$ cat src/rtl/vga_hex_writer_if.sv
// Text-buffer write port: one character cell written per clock when wen is high.
interface vga_hex_writer_if;
  logic        wen;
  logic [11:0] w_addr;
  logic [7:0]  w_data;

  modport master (output wen, w_addr, w_data);
  modport slave  (input  wen, w_addr, w_data);
endinterface

$ cat src/rtl/vga_hex_writer.sv
// Renders NUM_WORDS snapshot words as 8 hex digits each into the text buffer, one char/clock.
// First write one cycle after start; 8*NUM_WORDS+2 cycles per pass; no backpressure, start ignored while busy.
module vga_hex_writer #(
  parameter int NUM_WORDS  = 8,
  parameter int ROW0       = 2,
  parameter int COL0       = 4,
  parameter int ROW_STRIDE = 1,
  parameter int COLS       = 80
) (
  input  logic                    clk,
  input  logic                    rst,
  input  logic                    start,
  input  logic [32*NUM_WORDS-1:0] words,
  output logic                    busy,
  output logic                    done,
  vga_hex_writer_if.master        display
);

  localparam int IW        = (NUM_WORDS > 1) ? $clog2(NUM_WORDS) : 1;
  localparam int LAST_CELL = (ROW0 + (NUM_WORDS - 1) * ROW_STRIDE) * COLS + COL0 + 7;
  localparam logic [11:0]   BASE_ADDR = 12'(ROW0 * COLS + COL0);
  localparam logic [11:0]   ROW_STEP  = 12'(ROW_STRIDE * COLS - 7);
  localparam logic [IW-1:0] LAST_I    = IW'(NUM_WORDS - 1);

  if (LAST_CELL >= 2400 || NUM_WORDS < 1 || NUM_WORDS > 30 || ROW_STRIDE < 1) begin : g_bad_cfg
    $fatal(1, "vga_hex_writer: configuration does not fit the 80x30 text buffer");
  end

  typedef enum logic [1:0] {S_IDLE, S_WRITE, S_DONE} state_t;

  state_t        state, state_nx;
  logic [IW-1:0] idx, idx_nx, idx_p1;
  logic [2:0]    nib, nib_nx, nib_p1;
  logic [11:0]   addr_nx;
  logic [7:0]    data_nx;
  logic          wen_nx, busy_nx, done_nx, snap_ld;
  logic [31:0]   snap [NUM_WORDS];
  logic [31:0]   cur_sh, nxt_word;

  function automatic logic [7:0] hex_ascii(input logic [3:0] v);
    return (v < 4'd10) ? (8'h30 + {4'h0, v}) : (8'h37 + {4'h0, v});
  endfunction

  assign idx_p1   = idx + 1'b1;
  assign nib_p1   = nib + 1'b1;
  // Next digit of the current word lands in the top nibble after the shift.
  assign cur_sh   = snap[idx] << {nib_p1, 2'b00};
  assign nxt_word = snap[idx_p1];

  always_comb begin
    state_nx = state;
    idx_nx   = idx;
    nib_nx   = nib;
    addr_nx  = display.w_addr;
    data_nx  = display.w_data;
    wen_nx   = 1'b0;
    busy_nx  = 1'b0;
    done_nx  = 1'b0;
    snap_ld  = 1'b0;
    case (state)
      S_IDLE: begin
        if (start) begin
          snap_ld  = 1'b1;
          state_nx = S_WRITE;
          idx_nx   = '0;
          nib_nx   = '0;
          addr_nx  = BASE_ADDR;
          data_nx  = hex_ascii(words[31:28]);
          wen_nx   = 1'b1;
          busy_nx  = 1'b1;
        end
      end
      S_WRITE: begin
        busy_nx = 1'b1;
        if (nib == 3'd7 && idx == LAST_I) begin
          state_nx = S_DONE;
          done_nx  = 1'b1;
        end else if (nib == 3'd7) begin
          wen_nx  = 1'b1;
          idx_nx  = idx_p1;
          nib_nx  = '0;
          addr_nx = display.w_addr + ROW_STEP;
          data_nx = hex_ascii(nxt_word[31:28]);
        end else begin
          wen_nx  = 1'b1;
          nib_nx  = nib_p1;
          addr_nx = display.w_addr + 12'd1;
          data_nx = hex_ascii(cur_sh[31:28]);
        end
      end
      default: state_nx = S_IDLE;
    endcase
  end

  always_ff @(posedge clk) begin
    if (rst) begin
      state          <= S_IDLE;
      idx            <= '0;
      nib            <= '0;
      busy           <= 1'b0;
      done           <= 1'b0;
      display.wen    <= 1'b0;
      display.w_addr <= '0;
      display.w_data <= '0;
    end else begin
      state          <= state_nx;
      idx            <= idx_nx;
      nib            <= nib_nx;
      busy           <= busy_nx;
      done           <= done_nx;
      display.wen    <= wen_nx;
      display.w_addr <= addr_nx;
      display.w_data <= data_nx;
    end
  end

  always_ff @(posedge clk) begin
    if (snap_ld) begin
      for (int k = 0; k < NUM_WORDS; k++) snap[k] <= words[k*32 +: 32];
    end
  end

endmodule

$ cat src/flat_wrapper.sv
// flat-port wrapper written by rule: the top's interface ports become plain ports
module vga_hex_writer_flat 
#(
  parameter int NUM_WORDS  = 8,
  parameter int ROW0       = 2,
  parameter int COL0       = 4,
  parameter int ROW_STRIDE = 1,
  parameter int COLS       = 80
)
  (clk, rst, start, words, busy, done, display_wen, display_w_addr, display_w_data);
  vga_hex_writer_if display_i ();
  input  logic clk;
  input  logic rst;
  input  logic start;
  input  logic [32*NUM_WORDS-1:0] words;
  output logic busy;
  output logic done;
  output wire logic [$bits(display_i.wen)-1:0] display_wen;
  output wire logic [$bits(display_i.w_addr)-1:0] display_w_addr;
  output wire logic [$bits(display_i.w_data)-1:0] display_w_data;
  assign display_wen = display_i.wen;
  assign display_w_addr = display_i.w_addr;
  assign display_w_data = display_i.w_data;
  vga_hex_writer #(.NUM_WORDS(NUM_WORDS), .ROW0(ROW0), .COL0(COL0), .ROW_STRIDE(ROW_STRIDE), .COLS(COLS)) u_core (.clk(clk), .rst(rst), .start(start), .words(words), .busy(busy), .done(done), .display(display_i));
endmodule
$ cat config.mk
export PLATFORM = sky130hd
export DESIGN_NAME = vga_hex_writer_flat
export DESIGN_NICKNAME = d
export VERILOG_FILES = /design/src/rtl/vga_hex_writer_if.sv /design/src/rtl/vga_hex_writer.sv /design/src/flat_wrapper.sv
export SDC_FILE = /design/constraint.sdc
export NUM_CORES = 1
export LEC_CHECK = 0
export CORE_MARGIN = 2
export CORE_UTILIZATION = 51
export CTS_BUF_LIST = sky130_fd_sc_hd__clkbuf_8
export DETAILED_ROUTE_END_ITERATION = 10
export GPL_TIMING_DRIVEN = 0
export PLACE_DENSITY = 0.94
export SETUP_SLACK_MARGIN = 0.05
export SYNTH_ARGS = -nofsm -noshare
export SYNTH_HDL_FRONTEND = slang
export SYNTH_SLANG_ARGS = --single-unit
$ cat constraint.sdc
create_clock -name clk -period 16.3 [get_ports clk]
set_input_delay 4.075 -clock clk [delete_from_list [all_inputs] [get_ports clk]]
set_output_delay 4.075 -clock clk [all_outputs]
set_load 0.01 [all_outputs]
==> metrics.cfg, run 1 <==
[clock_tree]
clk_pin_slew_ps = 60
clk_latency_ps = 560

[power]
p_sw_share_pct = 22.3
seq_power_mw = 0.887
intPower_mw = 1.27

[synthesis]
synth-edff-count = 256
ys_area_mm2 = 0.0116
ys_cells = 623
yosysWarningCount = 0

[critical_path]
crit_chain = clkdlybuf4s50_1 > o21bai_1 > a31o_2 > clkbuf_1 > nor2_1 > clkbuf_4 > buf_16 > buf_16
required_ps = 16510
crit_type = input pin to flip-flop
worst-path-stages = 8

[die]
dieArea_mm2 = 0.0241

[sta]
max_slew_margin_pct = 40.0
max_freq_mhz = 151
setup_viol = 0
slew_violations = 0

[grt]
grt_max_degree = 73
grt_overflow_total = 0
grt_usage_pct = 25.3
grt_pass1_vias = 7614

[min_path]
hold_depth = 2
hp-start = u_core.idx[1]
hold_path_end = u_core.idx[1]

[finish]
comb_cells = 295
buffer_area_share_pct = 19.4
flops = 289
comb_share_pct = 19.6

[routing]
wl_per_cell_um = 23.7
drc = 0

[status]
status = finished clean

## run 1: logic make-up (layout without fill, tap and decap cells)
family,Yosys count,in the layout
AOI/OAI and AO/OA,71,71
xor gates and xnor gates,11,11
adders and majority gates,10,10
buffers and inverters,39,407
DFF,289,289
muxes,85,85
other,1,3
and+or+nand+nor,117,117
## run 1: metrics by stage
stage	power [mW]	std cells	instance area [µm²]	setup WS, ps
after floorplan	0.975	623	11600	3380
after global placement	1.07	1187	14800	377
after detailed placement	1.06	1190	14900	9150
after CTS	1.65	1276	15800	9720
after global routing	1.70	1278	15800	9520
final	1.64	1278	15800	9660
## run 1: routing by layer
layer  part of all wire, %  GRT usage [%]  wire [µm]
met1                    36           29.6      10800
met2                    52           44.3      15800
met3                   7.3           5.88       2210
met4                   4.8           12.3       1440
met5                 0.043              0         13
### Clock routing, run 1

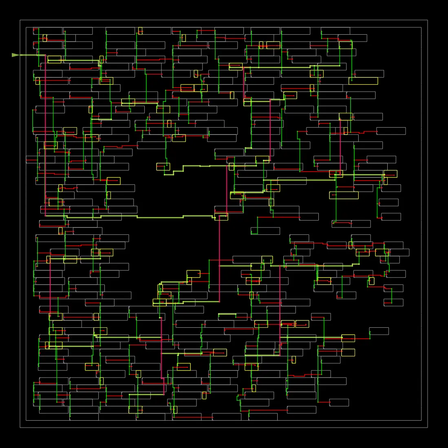
Final Skew: 36.8 ps
CTS buffer count: 46
Clock net power: 0.592 mW
CTS Sinks: 289

### Zoomed window, run 1

Region (19, 96) to (59, 136) µm. Cells in grey, sequential cells in the stronger grey; small squares are vias.
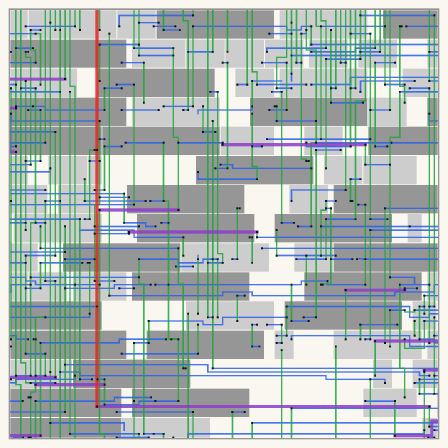
| colour | layer |
|---|---|
| green | metal 2 |
| red | metal 4 |
| blue | metal 1 |
| purple | metal 3 |
cells with their middle in the window: 66
most frequent: edfxtp_1 (25), clkdlybuf4s50_1 (16), mux4_2 (11)
netlist names of flops here include: u_core.snap (25)
sequential cells in the window: 25

### Sequential cells grouped by signal name, run 1

Scale bar: 50 µm.
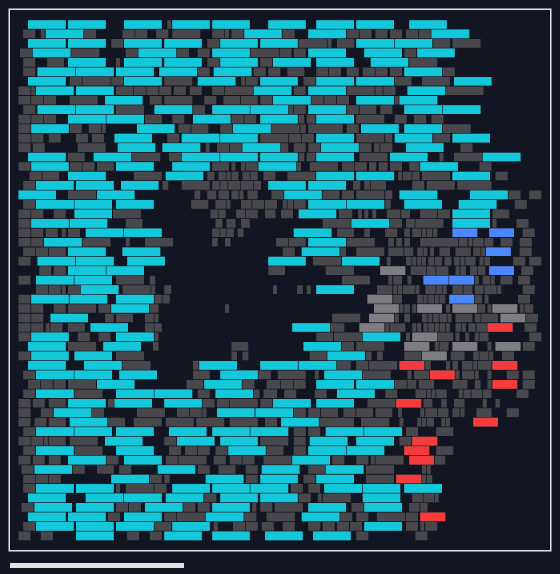
| colour | netlist name | placed flops | where |
|---|---|---|---|
| blue | u_core.display.w_data | 7 | middle right |
| cyan | u_core.snap | 256 | widely spread |
| red | u_core.display.w_addr | 12 | lower right |
not coloured: 14

==> run 2: changes to the inputs <==
Clock period 16.3 ns to 6.26 ns, I/O delays scaled along.
### Metal layers overlaid, run 2

Only two layers are drawn.
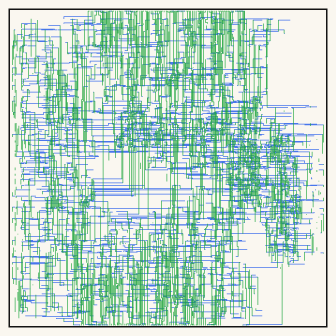
| colour | layer | wire length |
|---|---|---|
| green | metal 2 | 15300 µm |
| blue | metal 1 | 10100 µm |

### Zoomed window, run 2

Region (19, 96) to (59, 136) µm. Cells in grey, sequential cells in the stronger grey; small squares are vias.
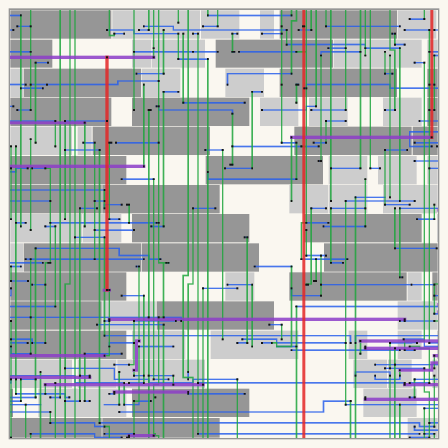
| colour | layer |
|---|---|
| blue | metal 1 |
| green | metal 2 |
| red | metal 4 |
| purple | metal 3 |
netlist names of flops here include: u_core.snap (26)
cells with their middle in the window: 63
sequential cells in the window: 26
most frequent: edfxtp_1 (26), clkdlybuf4s50_1 (12), mux4_2 (9)

==> metrics.cfg, run 2 <==
[power]
power_mw = 4.15  ; +150%
power_clock_mw = 1.43  ; +140%
p_sw_share_pct = 21.9  ; -0.41 points
seq_power_mw = 2.31  ; +160%

[synthesis]
yosysWarningCount = 0  ; unchanged
topCombFamilyByArea = multiplexers
ys_area_mm2 = 0.0116  ; unchanged
synth-edff-count = 256  ; unchanged
ys_cells = 623  ; unchanged

[sta]
slew_violations = 0  ; unchanged
max_freq_mhz = 261
max_slew_margin_pct = 48.6  ; +8.6 points
hold_ws_ps = 484
skew_ps = 10.1  ; -26.7 ps
setup_viol = 0  ; unchanged
worst_pin_slew_ps = 771

[min_path]
hp-start = u_core.display.w_data[6]
hold_depth = 2  ; unchanged
hold_path_end = u_core.display.w_data[6]

[grt]
grt_overflow_total = 0  ; unchanged
grt_usage_pct = 24.4  ; -0.87 points
grt_pass1_vias = 7690  ; +1.0%
grt_max_degree = 138  ; +89%

[critical_path]
crit_type = input pin to flip-flop
required_ps = 6440  ; -10070 ps

[status]
status = finished clean

[die]
pin_count = 282
dieArea_mm2 = 0.0241  ; unchanged

[finish]
fin_area_mm2 = 0.0157  ; -0.74%
comb_share_pct = 19.7  ; +0.15 points
stdcell_count = 1272  ; -0.47%
flops = 289  ; unchanged
comb_cells = 295  ; unchanged

[routing]
drc = 0  ; unchanged
wl_per_cell_um = 23.0  ; -3.0%

[clock_tree]
cts_buffers = 46  ; unchanged
clock_sinks = 289  ; unchanged
clk_latency_ps = 550  ; about the same

[place]
place_area_mm2 = 0.0148  ; -0.25%
dp_hpwl_um = 21100
place_ws_ps = 1800  ; -7350 ps
placed_cells = 1188  ; -0.17%

==> run 2: netlist changes by cell type in the layout (fill, tap and decap cells not counted), moves of 2 or more <==
| cell | delta |
|---|---|
| buf_16 | -2 |
| clkbuf_8 | -2 |
| clkinv_1 | -2 |
| clkinv_2 | -4 |
| inv_1 | +6 |
==> run 2: layer usage <==
layer	up-vias	routed length (µm)	GRT usage, %
li1	3216	-	-
met1	3570	10100	28.4
met2	413	15300	42.9
met3	83	2390	5.77
met4	2	1400	12.0
met5	-	7	0
==> run 2: worst max-delay path, stage by stage <==
cell,delay [ps]
clkdlybuf4s50_1,480
o21bai_1,120
a31o_2,240
clkbuf_1,200
nor2_1,260
clkbuf_16,500
buf_16,510
No activity file was given, so power comes from the tool's default toggle rates.
